**Clock wiring as the flow saved it**

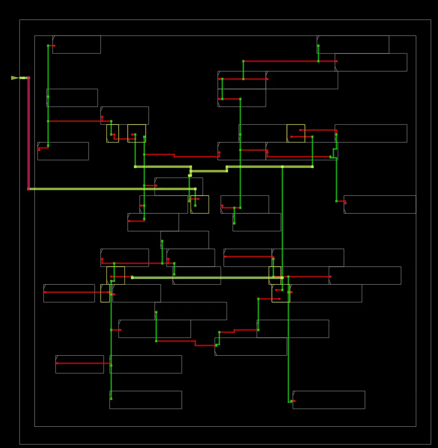
**Cell classes on the final placement**

Scale bar: 20 um.
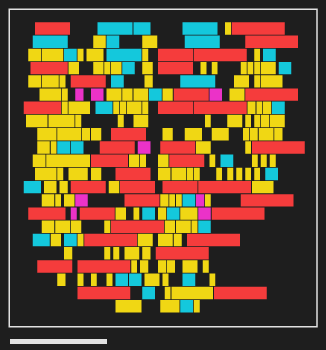
### config.mk
export PLATFORM = sky130hd
export DESIGN_NAME = sr_cmd_conditioner_flat
export DESIGN_NICKNAME = d
export VERILOG_FILES = /design/src/rtl/sr_cmd_if.sv /design/src/rtl/sr_cmd_conditioner.sv /design/src/flat_wrapper.sv
export SDC_FILE = /design/constraint.sdc
export NUM_CORES = 1
export LEC_CHECK = 0
export CORE_AREA = 2 2 61 63
export CTS_CLUSTER_DIAMETER = 30
export DETAILED_ROUTE_END_ITERATION = 8
export DIE_AREA = 0 0 63 65
export PLACE_DENSITY = 0.71
export SLEW_MARGIN = 20
export SYNTH_ARGS = -nofsm -noshare
export SYNTH_HDL_FRONTEND = slang
export SYNTH_SLANG_ARGS = --single-unit
### constraint.sdc
create_clock -name clk -period 1.4 [get_ports clk]
set_input_delay 0.21 -clock clk [delete_from_list [all_inputs] [get_ports clk]]
set_output_delay 0.21 -clock clk [all_outputs]
set_load 0.05 [all_outputs]
### src/rtl/sr_cmd_if.sv
// Command bundle between the raw set/clear sources and the SR conditioner.
interface sr_cmd_if;
  logic set_raw;
  logic clr_raw;
  logic enable;
  logic s;
  logic r;
  logic q_track;
  logic conflict;
  logic busy;

  modport master (
    output set_raw, clr_raw, enable,
    input  s, r, q_track, conflict, busy
  );

  modport slave (
    input  set_raw, clr_raw, enable,
    output s, r, q_track, conflict, busy
  );
endinterface

### src/rtl/sr_cmd_conditioner.sv
// Synchronizes and debounces raw set/clear requests and issues clean,
// mutually exclusive one-cycle s/r pulses for the downstream SR flip-flop.
// Index 0 of every per-input vector is the set path, index 1 the clear path.
module sr_cmd_conditioner #(
  parameter int unsigned DEB_CYCLES   = 4,
  parameter int unsigned CNT_W        = 8,
  parameter int unsigned GUARD_CYCLES = 1,
  parameter bit          PRIO_CLR     = 1'b1
) (
  input  logic     clk,
  input  logic     rst,
  sr_cmd_if.slave  cmd
);

  localparam int unsigned GW = 4;

  typedef enum logic [1:0] {IDLE, PULSE, GUARD} state_t;

  logic [1:0]       r_sync1;
  logic [1:0]       r_sync2;
  logic [1:0]       r_deb;
  logic [1:0]       r_deb_d;
  logic [CNT_W-1:0] r_cnt [2];
  logic [1:0]       r_pend;
  logic [GW-1:0]    r_gcnt;
  state_t           r_state;
  logic             r_s;
  logic             r_r;
  logic             r_q;
  logic             r_cf;
  logic             r_busy;

  logic [1:0]       w_req;
  logic [1:0]       w_work;
  logic             w_issue;
  state_t           w_state_nxt;
  logic [1:0]       w_pend_nxt;
  logic [GW-1:0]    w_gcnt_nxt;
  logic             w_s_nxt;
  logic             w_r_nxt;
  logic             w_q_nxt;
  logic             w_cf_nxt;

  // Two-flop synchronizers on both raw request lines.
  always_ff @(posedge clk) begin
    if (!rst) begin
      r_sync1 <= '0;
      r_sync2 <= '0;
    end else begin
      r_sync1 <= {cmd.clr_raw, cmd.set_raw};
      r_sync2 <= r_sync1;
    end
  end

  // Debounce: level flips only after DEB_CYCLES consecutive differing samples.
  always_ff @(posedge clk) begin
    if (!rst) begin
      r_deb   <= '0;
      r_deb_d <= '0;
      for (int i = 0; i < 2; i++) r_cnt[i] <= '0;
    end else begin
      r_deb_d <= r_deb;
      for (int i = 0; i < 2; i++) begin
        if (r_sync2[i] != r_deb[i]) begin
          if (r_cnt[i] == CNT_W'(DEB_CYCLES - 1)) begin
            r_deb[i] <= ~r_deb[i];
            r_cnt[i] <= '0;
          end else begin
            r_cnt[i] <= r_cnt[i] + CNT_W'(1);
          end
        end else begin
          r_cnt[i] <= '0;
        end
      end
    end
  end

  // Rising debounced edges become requests only while enabled.
  assign w_req  = r_deb & ~r_deb_d & {2{cmd.enable}};
  assign w_work = r_pend | w_req;

  // Next-state, pending bookkeeping and pulse selection.
  always_comb begin
    w_state_nxt = r_state;
    w_pend_nxt  = r_pend;
    w_gcnt_nxt  = r_gcnt;
    w_s_nxt     = 1'b0;
    w_r_nxt     = 1'b0;
    w_q_nxt     = r_q;
    w_cf_nxt    = 1'b0;
    w_issue     = 1'b0;

    case (r_state)
      IDLE: begin
        if (|w_work) w_issue = 1'b1;
      end
      PULSE: begin
        if (GUARD_CYCLES > 0) begin
          w_state_nxt = GUARD;
          w_gcnt_nxt  = '0;
          w_pend_nxt  = w_work;
        end else if (|w_work) begin
          // No guard: alternating pulses may follow back to back.
          w_issue = 1'b1;
        end else begin
          w_state_nxt = IDLE;
        end
      end
      GUARD: begin
        w_pend_nxt = w_work;
        if (r_gcnt == GW'(GUARD_CYCLES - 1)) begin
          w_state_nxt = IDLE;
        end else begin
          w_gcnt_nxt = r_gcnt + GW'(1);
        end
      end
      default: begin
        w_state_nxt = IDLE;
      end
    endcase

    if (w_issue) begin
      // Winner is issued; the loser of a collision is dropped with the winner.
      w_state_nxt = PULSE;
      w_pend_nxt  = '0;
      if (&w_work) begin
        w_cf_nxt = 1'b1;
        w_r_nxt  = PRIO_CLR;
        w_s_nxt  = ~PRIO_CLR;
      end else begin
        w_r_nxt  = w_work[1];
        w_s_nxt  = w_work[0];
      end
      w_q_nxt = w_s_nxt;
    end
  end

  // FSM state and registered outputs.
  always_ff @(posedge clk) begin
    if (!rst) begin
      r_state <= IDLE;
      r_pend  <= '0;
      r_gcnt  <= '0;
      r_s     <= 1'b0;
      r_r     <= 1'b0;
      r_q     <= 1'b0;
      r_cf    <= 1'b0;
      r_busy  <= 1'b0;
    end else begin
      r_state <= w_state_nxt;
      r_pend  <= w_pend_nxt;
      r_gcnt  <= w_gcnt_nxt;
      r_s     <= w_s_nxt;
      r_r     <= w_r_nxt;
      r_q     <= w_q_nxt;
      r_cf    <= w_cf_nxt;
      r_busy  <= (w_state_nxt != IDLE);
    end
  end

  assign cmd.s        = r_s;
  assign cmd.r        = r_r;
  assign cmd.q_track  = r_q;
  assign cmd.conflict = r_cf;
  assign cmd.busy     = r_busy;

endmodule
### src/flat_wrapper.sv
// flat-port wrapper written by rule: the top's interface ports become plain ports
module sr_cmd_conditioner_flat 
#(
  parameter int unsigned DEB_CYCLES   = 4,
  parameter int unsigned CNT_W        = 8,
  parameter int unsigned GUARD_CYCLES = 1,
  parameter bit          PRIO_CLR     = 1'b1
)
  (clk, rst, cmd_set_raw, cmd_clr_raw, cmd_enable, cmd_s, cmd_r, cmd_q_track, cmd_conflict, cmd_busy);
  sr_cmd_if cmd_i ();
  input  logic clk;
  input  logic rst;
  input wire logic [$bits(cmd_i.set_raw)-1:0] cmd_set_raw;
  input wire logic [$bits(cmd_i.clr_raw)-1:0] cmd_clr_raw;
  input wire logic [$bits(cmd_i.enable)-1:0] cmd_enable;
  output wire logic [$bits(cmd_i.s)-1:0] cmd_s;
  output wire logic [$bits(cmd_i.r)-1:0] cmd_r;
  output wire logic [$bits(cmd_i.q_track)-1:0] cmd_q_track;
  output wire logic [$bits(cmd_i.conflict)-1:0] cmd_conflict;
  output wire logic [$bits(cmd_i.busy)-1:0] cmd_busy;
  assign cmd_i.set_raw = cmd_set_raw;
  assign cmd_i.clr_raw = cmd_clr_raw;
  assign cmd_i.enable = cmd_enable;
  assign cmd_s = cmd_i.s;
  assign cmd_r = cmd_i.r;
  assign cmd_q_track = cmd_i.q_track;
  assign cmd_conflict = cmd_i.conflict;
  assign cmd_busy = cmd_i.busy;
  sr_cmd_conditioner #(.DEB_CYCLES(DEB_CYCLES), .CNT_W(CNT_W), .GUARD_CYCLES(GUARD_CYCLES), .PRIO_CLR(PRIO_CLR)) u_core (.clk(clk), .rst(rst), .cmd(cmd_i));
endmodule
==> out/results.ini <==
[run_status]
status = complete, but fails checks
violations = setup timing

[worst_setup_path]
path_delay_family = simple AND/OR/NAND/NOR gates
r2r-end = u_core.cmd.busy
crit_buf_inv = 1
critPathMaxStageDelay_ns = 0.40
cp_max_fo = 5
r2r_slack_ns = -0.03
endpoint_kind = register
worstPathCellList = inv_2, ha_4, or3b_4, nand2_4, a211oi_2, a311o_1
r2r_cells = 6
slowest_stage = or3b_4
startpoint_type = register
cp_data_arrival_time_ns = 1.66
r2r_start = u_core.r_gcnt[0]

[hold_path]
hp-class = reg2reg
holdPathEnd = u_core.r_sync2[1]
hold_depth = 1
hold_start = u_core.r_sync1[1]

[cells_and_area]
nets = 230
inv_count = 9
final-nonclk-buf-share = 0.144
sh_comb_area = 0.391
finalNonFillerCells = 266
n_all_buffers = 32
top_regs = u_core.r_cnt x16, u_core.r_gcnt x4
synthToLayoutAreaGrowth_pct = 32.0
area.share.sequential = 0.401
layout-drive-gt1-share = 0.266
nClkBuffers = 6
logic_area_um2 = 882
nFillCells = 308
antennaDiodeCount = 0
seqCellArea_um2 = 906
layout_top_cell = nor2_1
final_util = 0.646
layout_top_cells = nor2_1 (23), buf_4 (22), dfxtp_1 (17)
dominant_cells = flip-flops and latches

[logic_synthesis]
simple_gate_area_frac = 0.238
yosysTopAreaCellShare = 0.281
synth_seq_share = 0.527
ys_types = 38
syn_area_um2 = 1710
synth.cellmix.compoundShare = 0.0658
yosys-top-cells-area = edfxtp_1 (28%), dfxtp_1 (25%), ha_1 (5.9%)
synth.logic.top_family = simple AND/OR/NAND/NOR gates
synthMuxAreaShare = 0.00585
yosysTopAreaCell = edfxtp_1
yosysChipArea_um2 = 1710
most_common_cell = nor2_1
ys.flops = 37
adder_share = 0.0585
yosysWarnings = 0
ys_sh_xor = 0.0768
async_flop_share = 0
flop_cell = dfxtp_1
synthTopCellsByCount = nor2_1 (23), dfxtp_1 (21), edfxtp_1 (16), nand3_1 (14), nand2_1 (10)

[clock_network]
clk_pin_slew_ns = 0.11
postCtsHoldBufs = 0
cts_made_buffers = 5
htree_levels = 2
post_cts_resized = 2
postCtsSetupBuffers = 0
clockRootBuffer = clkbuf_4
clockBufferDepth = 2
clkLatencyLatePin_ns = 0.34
cts_tree = done

[timing]
max_freq_ghz = 0.699
period_used_share = 1.02
hold_violations = 0
period_minus_slack_ns = 1.43
finalSetupViolations = 2
drv_slew = 0
layout_setup_ws_ns = -0.0312
rsz0062_at_grt = true
finClkSkew_ns = 0.00593

[grt]
met1_usage = 0.180
overflow = 0
grt_pass1_wl_um = 5340
busiest_layer = met2
grt_max_degree = 20
grt_use_met3 = 0.0538
grt_pass1_vias = 1328
use_met2 = 0.315
grtUsageTotal = 0.168

[run]
warnings = 32
cap_viol_max_count = 0

[power]
pwr-share-clk = 0.291
finalPower_mw = 1.81
ir_drop_uv = 537
switchingPower_mw = 0.413
p_int_mw = 1.40
p_leak_nw = 0.932
seq_cell_power_mw = 1.17
p_comb_frac = 0.064
top_power_group = sequential cells
seq_power_share = 0.644
power_density_nw_per_um2 = 804
p_sw_frac = 0.227

[routing]
via_per_inst = 4.82
wirelength_um = 3100
routed.top_layer = met4
drt_iter0_drc = 36
drtPass1Iterations = 4
vias = 1282
remaining_drc_errors = 0
wl_met3_um = 103
ant_nets = 0

[die]
nWellTaps = 48
die_h_um = 65
fp.coreArea_um2 = 3500
fp-utilization = 0.489
ios = 10
die_width_um = 63
rows = 22

[place]
place_ws_ns = -0.143
portBuffers = 9
gp_congestion = 0.751
dp_cells = 257
dp_hpwl_um = 2310

About 'clock wiring as the flow saved it':
CTS Sinks: 37
Flops: 37

About 'cell classes on the final placement':
Key: sequential cells = red [cells 37]; clock drivers and dummy loads = magenta [cells 8]; remaining buffers and delay cells = cyan [cells 32]; combinational and other logic = yellow [cells 141]

Power figures rest on the tool's default switching activity, not on a simulated workload.
